Figure 1. Placement view.
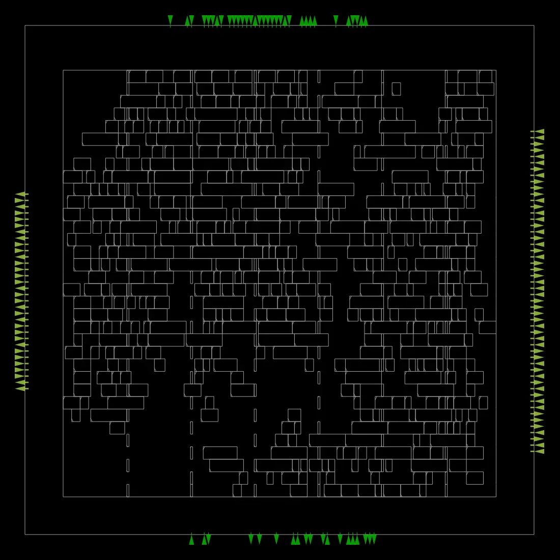
Figure 2. Port wiring.
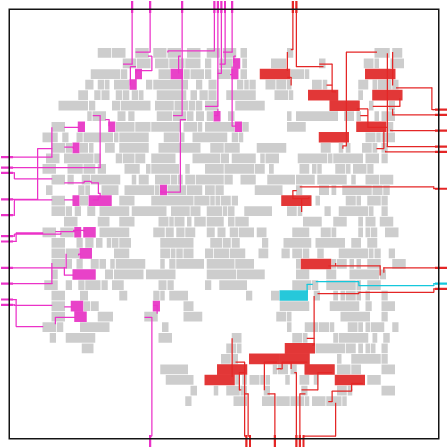
Figure 3. Routed metal, one colour a layer.
Bar = 20 um.
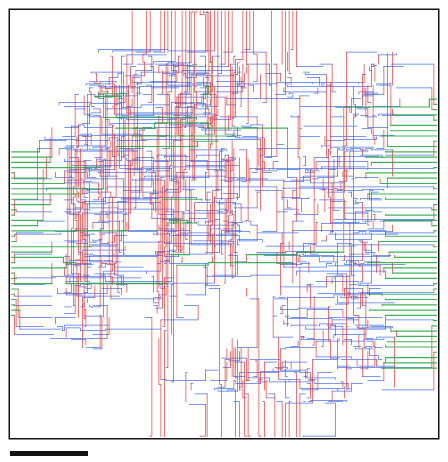
File: src/rtl/sram_access_arbiter.sv
`default_nettype none
// +----------------------------------------------------------------------------------------+
// | sram_access_arbiter : shares one async SRAM between the pixel-read and frame-fill ports |
// | Optional write-starvation guard: define SRAM_WR_STARVE_GUARD_EN.        Revision 1.0    |
// +----------------------------------------------------------------------------------------+
module sram_access_arbiter #(
  parameter int ADDR_W = 20,
  parameter int DATA_W = 16,
  parameter int RD_CYC = 2,
  parameter int WR_CYC = 2
`ifdef SRAM_WR_STARVE_GUARD_EN
  ,
  parameter int STARVE_MAX = 8
`endif
) (
  input  logic              i_clk,
  input  logic              i_rst,
  input  logic              i_rd_req,
  input  logic [ADDR_W-1:0] i_rd_addr,
  output logic              o_rd_ack,
  output logic              o_rd_valid,
  output logic [DATA_W-1:0] o_rd_data,
  input  logic              i_wr_req,
  input  logic [ADDR_W-1:0] i_wr_addr,
  input  logic [DATA_W-1:0] i_wr_data,
  output logic              o_wr_ack,
  output logic [ADDR_W-1:0] o_sram_addr,
  output logic [DATA_W-1:0] o_sram_dq,
  output logic              o_sram_dq_oe,
  input  logic [DATA_W-1:0] i_sram_dq,
  output logic              o_sram_ce_n,
  output logic              o_sram_oe_n,
  output logic              o_sram_we_n,
  output logic              o_busy
);

  localparam int CYC_MAX = (RD_CYC > WR_CYC) ? RD_CYC : WR_CYC;
  localparam int CNT_W   = $clog2(CYC_MAX) + 1;
  localparam logic [CNT_W-1:0] RD_LAST = CNT_W'(RD_CYC - 1);
  localparam logic [CNT_W-1:0] WR_LAST = CNT_W'(WR_CYC - 1);

  typedef enum logic [2:0] {
    S_IDLE     = 3'd0,
    S_READ     = 3'd1,
    S_WR_SETUP = 3'd2,
    S_WR_PULSE = 3'd3,
    S_WR_HOLD  = 3'd4,
    S_TURN     = 3'd5
  } state_t;

  state_t            state_q, state_d;
  logic [CNT_W-1:0]  cnt_q, cnt_d;
  logic [ADDR_W-1:0] addr_q, addr_d;
  logic [DATA_W-1:0] wdata_q, wdata_d;
  logic [DATA_W-1:0] rdata_q, rdata_d;
  logic              rd_ack_q, rd_ack_d, wr_ack_q, wr_ack_d, rd_valid_q, rd_valid_d;
  logic              ce_n_q, ce_n_d, oe_n_q, oe_n_d, we_n_q, we_n_d, dq_oe_q, dq_oe_d;
  logic              arb_pt, grant_rd, grant_wr, wr_force;

  assign arb_pt   = (state_q == S_IDLE) || ((state_q == S_READ) && (cnt_q == RD_LAST));
  assign grant_wr = arb_pt && i_wr_req && (!i_rd_req || wr_force);
  assign grant_rd = arb_pt && i_rd_req && !grant_wr;

`ifdef SRAM_WR_STARVE_GUARD_EN
  localparam int SC_W = $clog2(STARVE_MAX + 1);
  localparam logic [SC_W-1:0] SC_MAX = SC_W'(STARVE_MAX);

  logic [SC_W-1:0] starve_q, starve_d;

  // Counts reads granted past a waiting write; at the limit the write wins the next arbitration.
  assign wr_force = (starve_q == SC_MAX);

  always_comb begin
    starve_d = starve_q;
    if (!i_wr_req || grant_wr) begin
      starve_d = '0;
    end else if (grant_rd && (starve_q != SC_MAX)) begin
      starve_d = starve_q + 1'b1;
    end
  end

  always_ff @(posedge i_clk) begin
    if (!i_rst) starve_q <= '0;
    else        starve_q <= starve_d;
  end
`else
  assign wr_force = 1'b0;
`endif

  always_comb begin
    state_d    = state_q;
    cnt_d      = '0;
    addr_d     = addr_q;
    wdata_d    = wdata_q;
    rdata_d    = rdata_q;
    rd_ack_d   = 1'b0;
    wr_ack_d   = 1'b0;
    rd_valid_d = 1'b0;
    case (state_q)
      S_IDLE: ;
      S_READ: begin
        cnt_d = cnt_q + 1'b1;
        if (cnt_q == RD_LAST) begin
          rdata_d    = i_sram_dq;
          rd_valid_d = 1'b1;
          state_d    = S_IDLE;
        end
      end
      S_WR_SETUP: state_d = S_WR_PULSE;
      S_WR_PULSE: begin
        cnt_d = cnt_q + 1'b1;
        if (cnt_q == WR_LAST) state_d = S_WR_HOLD;
      end
      S_WR_HOLD: state_d = S_TURN;
      S_TURN:    state_d = S_IDLE;
      default:   state_d = S_IDLE;
    endcase
    if (grant_rd) begin
      state_d  = S_READ;
      cnt_d    = '0;
      addr_d   = i_rd_addr;
      rd_ack_d = 1'b1;
    end else if (grant_wr) begin
      state_d  = S_WR_SETUP;
      cnt_d    = '0;
      addr_d   = i_wr_addr;
      wdata_d  = i_wr_data;
      wr_ack_d = 1'b1;
    end
    // Pin strobes are registered from the next state so the pads never glitch.
    ce_n_d  = !(state_d inside {S_READ, S_WR_SETUP, S_WR_PULSE, S_WR_HOLD});
    oe_n_d  = (state_d != S_READ);
    we_n_d  = (state_d != S_WR_PULSE);
    dq_oe_d = state_d inside {S_WR_SETUP, S_WR_PULSE, S_WR_HOLD};
  end

  always_ff @(posedge i_clk) begin
    if (!i_rst) begin
      state_q    <= S_IDLE;
      cnt_q      <= '0;
      addr_q     <= '0;
      wdata_q    <= '0;
      rdata_q    <= '0;
      rd_ack_q   <= 1'b0;
      wr_ack_q   <= 1'b0;
      rd_valid_q <= 1'b0;
      ce_n_q     <= 1'b1;
      oe_n_q     <= 1'b1;
      we_n_q     <= 1'b1;
      dq_oe_q    <= 1'b0;
    end else begin
      state_q    <= state_d;
      cnt_q      <= cnt_d;
      addr_q     <= addr_d;
      wdata_q    <= wdata_d;
      rdata_q    <= rdata_d;
      rd_ack_q   <= rd_ack_d;
      wr_ack_q   <= wr_ack_d;
      rd_valid_q <= rd_valid_d;
      ce_n_q     <= ce_n_d;
      oe_n_q     <= oe_n_d;
      we_n_q     <= we_n_d;
      dq_oe_q    <= dq_oe_d;
    end
  end

  assign o_rd_ack     = rd_ack_q;
  assign o_wr_ack     = wr_ack_q;
  assign o_rd_valid   = rd_valid_q;
  assign o_rd_data    = rdata_q;
  assign o_sram_addr  = addr_q;
  assign o_sram_dq    = wdata_q;
  assign o_sram_dq_oe = dq_oe_q;
  assign o_sram_ce_n  = ce_n_q;
  assign o_sram_oe_n  = oe_n_q;
  assign o_sram_we_n  = we_n_q;
  assign o_busy       = (state_q != S_IDLE);

endmodule
`default_nettype wire
File: config.mk
export PLATFORM = sky130hd
export DESIGN_NAME = sram_access_arbiter
export DESIGN_NICKNAME = d
export VERILOG_FILES = /design/src/rtl/sram_access_arbiter.sv
export SDC_FILE = /design/constraint.sdc
export NUM_CORES = 1
export LEC_CHECK = 0
export ABC_CLOCK_PERIOD_IN_PS = 1690
export CORE_MARGIN = 8
export CORE_UTILIZATION = 30
export DETAILED_ROUTE_END_ITERATION = 10
export GPL_ROUTABILITY_DRIVEN = 0
export PLACE_DENSITY = 0.65
export SETUP_SLACK_MARGIN = 0.5
export SYNTH_ARGS = -nofsm -noshare
export SYNTH_HDL_FRONTEND = slang
export SYNTH_SLANG_ARGS = --single-unit
File: constraint.sdc
create_clock -name i_clk -period 1.69 [get_ports i_clk]
set_clock_uncertainty 0.2 [all_clocks]
set_input_delay 0.169 -clock i_clk [delete_from_list [all_inputs] [get_ports i_clk]]
set_output_delay 0.169 -clock i_clk [all_outputs]
set_load 0.005 [all_outputs]
==> reports/metrics.cfg <==
[run_status]
status=completed

[logic_synthesis]
syn_area_um2=2670
synth_nets=410
ys_ff=64
yosysWarnings=0
synthAdderAreaFrac_pct=0.469
syn_inst=333
ys_area_um2=2670
yosysTopAreaCellShare_pct=48.0
aoi_share_pct=22.5
yosysSeqAreaShare_pct=48.0
synth_cell_types=28
simple_gate_share_pct=23.5
yosys-stat-cells=333

[power]
power_uw=4200
pg_seq_uw=1680
ir_drop_v=0.000425
power_per_cell_area_nw_per_um2=893
clockPowerShare_pct=37.8
comb_power_share_pct=22.2
power_switching_uw=1080
p_leak_uw=0.00201
p_clk_uw=1590

[routing]
dr_wl_met2_um=4880
firstDrtPassIters=4
postRouteAntennaNets=0
num_vias=2893
first_iter_violations=118
routedWlPerCell_um=17.3
wl_met3_um=1040

[worst_setup_path]
crit_path_end_kind=flop
rr_worst_depth=7
crit_required_ps=1700
cp-startpoint=cnt_q[1]
slowest_stage=dfxtp_2
path_delay_family=flip-flops
crit_chain=inv_2 > ha_4 > nand2b_4 > nand3_4 > buf_4 > o21ai_0 > a21oi_1
slowest_delay_ps=320
reg2reg_from=cnt_q[1]
path_depth=7
crit_type=flop to flop

[global_route]
met3_usage_pct=5.70
grt_max_degree=24
grt_antenna_before_repair=0
use_met2_pct=25.7
gr-total-overflow=0
globalRouteMet1Util_pct=19.1
track_usage_pct=15.9

[cells_and_area]
logic_gates=243
largestClassByArea=buffers
final_cell_mix=82 x nand2_1, 73 x clkdlybuf4s50_1, 55 x dfxtp_2
n_all_buffers=172
layout_top_cell=nand2_1
inverters=1
comb_share_pct=31.0
antenna_cells=0
comb_area_um2=1460
n_clock_buffer=10
clk_share_pct=5.00
ff_count=64
post-route-cell-area_um2=4700
regArea_um2=1350

[place]
placedInstanceArea_um2=4240
place_ws_ps=-139

[final_timing]
fin_crit_sh_pct=93.6
worst_slack_ps=108
final.setup.tns_ps=0
final-setup-viol-count=0
clock.fmax_mhz=632
hold_slack_ps=60.3
maxSlewHeadroom_pct=74.8
worst_pin_slew_ps=378
timing.final.hold_violations=0
period_needed_ps=1580

[clock_network]
postCtsSetupBuffers=7
cts-root-buf=clkbuf_8
htreeDepth=3
clk_latency_ps=330
clock_path_buffers=2
cts.sinks=64

[hold_path]
hold_path.startpoint=i_rst
hold_path.class=input port to flop

[floorplan]
fp.dieW_um=110
core_area_um2=8680
dieArea_um2=12200

[run]
maxCapViolations=0
warning_count=29

Back to the opening pictures, Figure 1:
Layout Utilization: 54.2%
Finished Layout Cells: 604
Row Count: 34

Back to the opening pictures, Figure 2:
Key: o_wr_ack = cyan [direction output, edge east, end cells 1, wire 36.0 um]; o_rd_data = red [direction output, edge 8 east, 6 south, 2 north, end cells 16, wire 496 um]; i_rd_addr = magenta [direction input, edge 11 west, 8 north, 1 south, end cells 20, wire 496 um]
io pins: 136
port bufs: 135

Back to the opening pictures, Figure 3:
Key: met3 = green [wire length 1040 um]; met4 = orange [wire length 78.2 um]; met2 = red [wire length 4880 um]; met1 = blue [wire length 4450 um]

[synthesized netlist by cell type]
cell and number:
nand2_1 89, dfxtp_1 64, a21oi_1 42, a21boi_1 32, o21ai_0 21, or3_1 21, clkbuf_1 17, nor2_1 9
buf_2 6, and2_1 4, nand2b_1 4, buf_6 3, nand3_1 3, nor2b_1 3, o22ai_1 2, a211oi_1 1
and3_1 1, buf_4 1, ha_1 1, inv_1 1, nand3_2 1, nor2_4 1, nor2b_2 1, o211a_1 1
o211ai_1 1, o21a_1 1, or2_4 1, xnor2_1 1
[flip-flops by register name (all words and copies together), names as in the netlist, 2 cells and up]
| register | flops |
|---|---|
| o_sram_addr | 20 |
| o_rd_data | 16 |
| o_sram_dq | 16 |
| state_q | 3 |
| cnt_q | 2 |
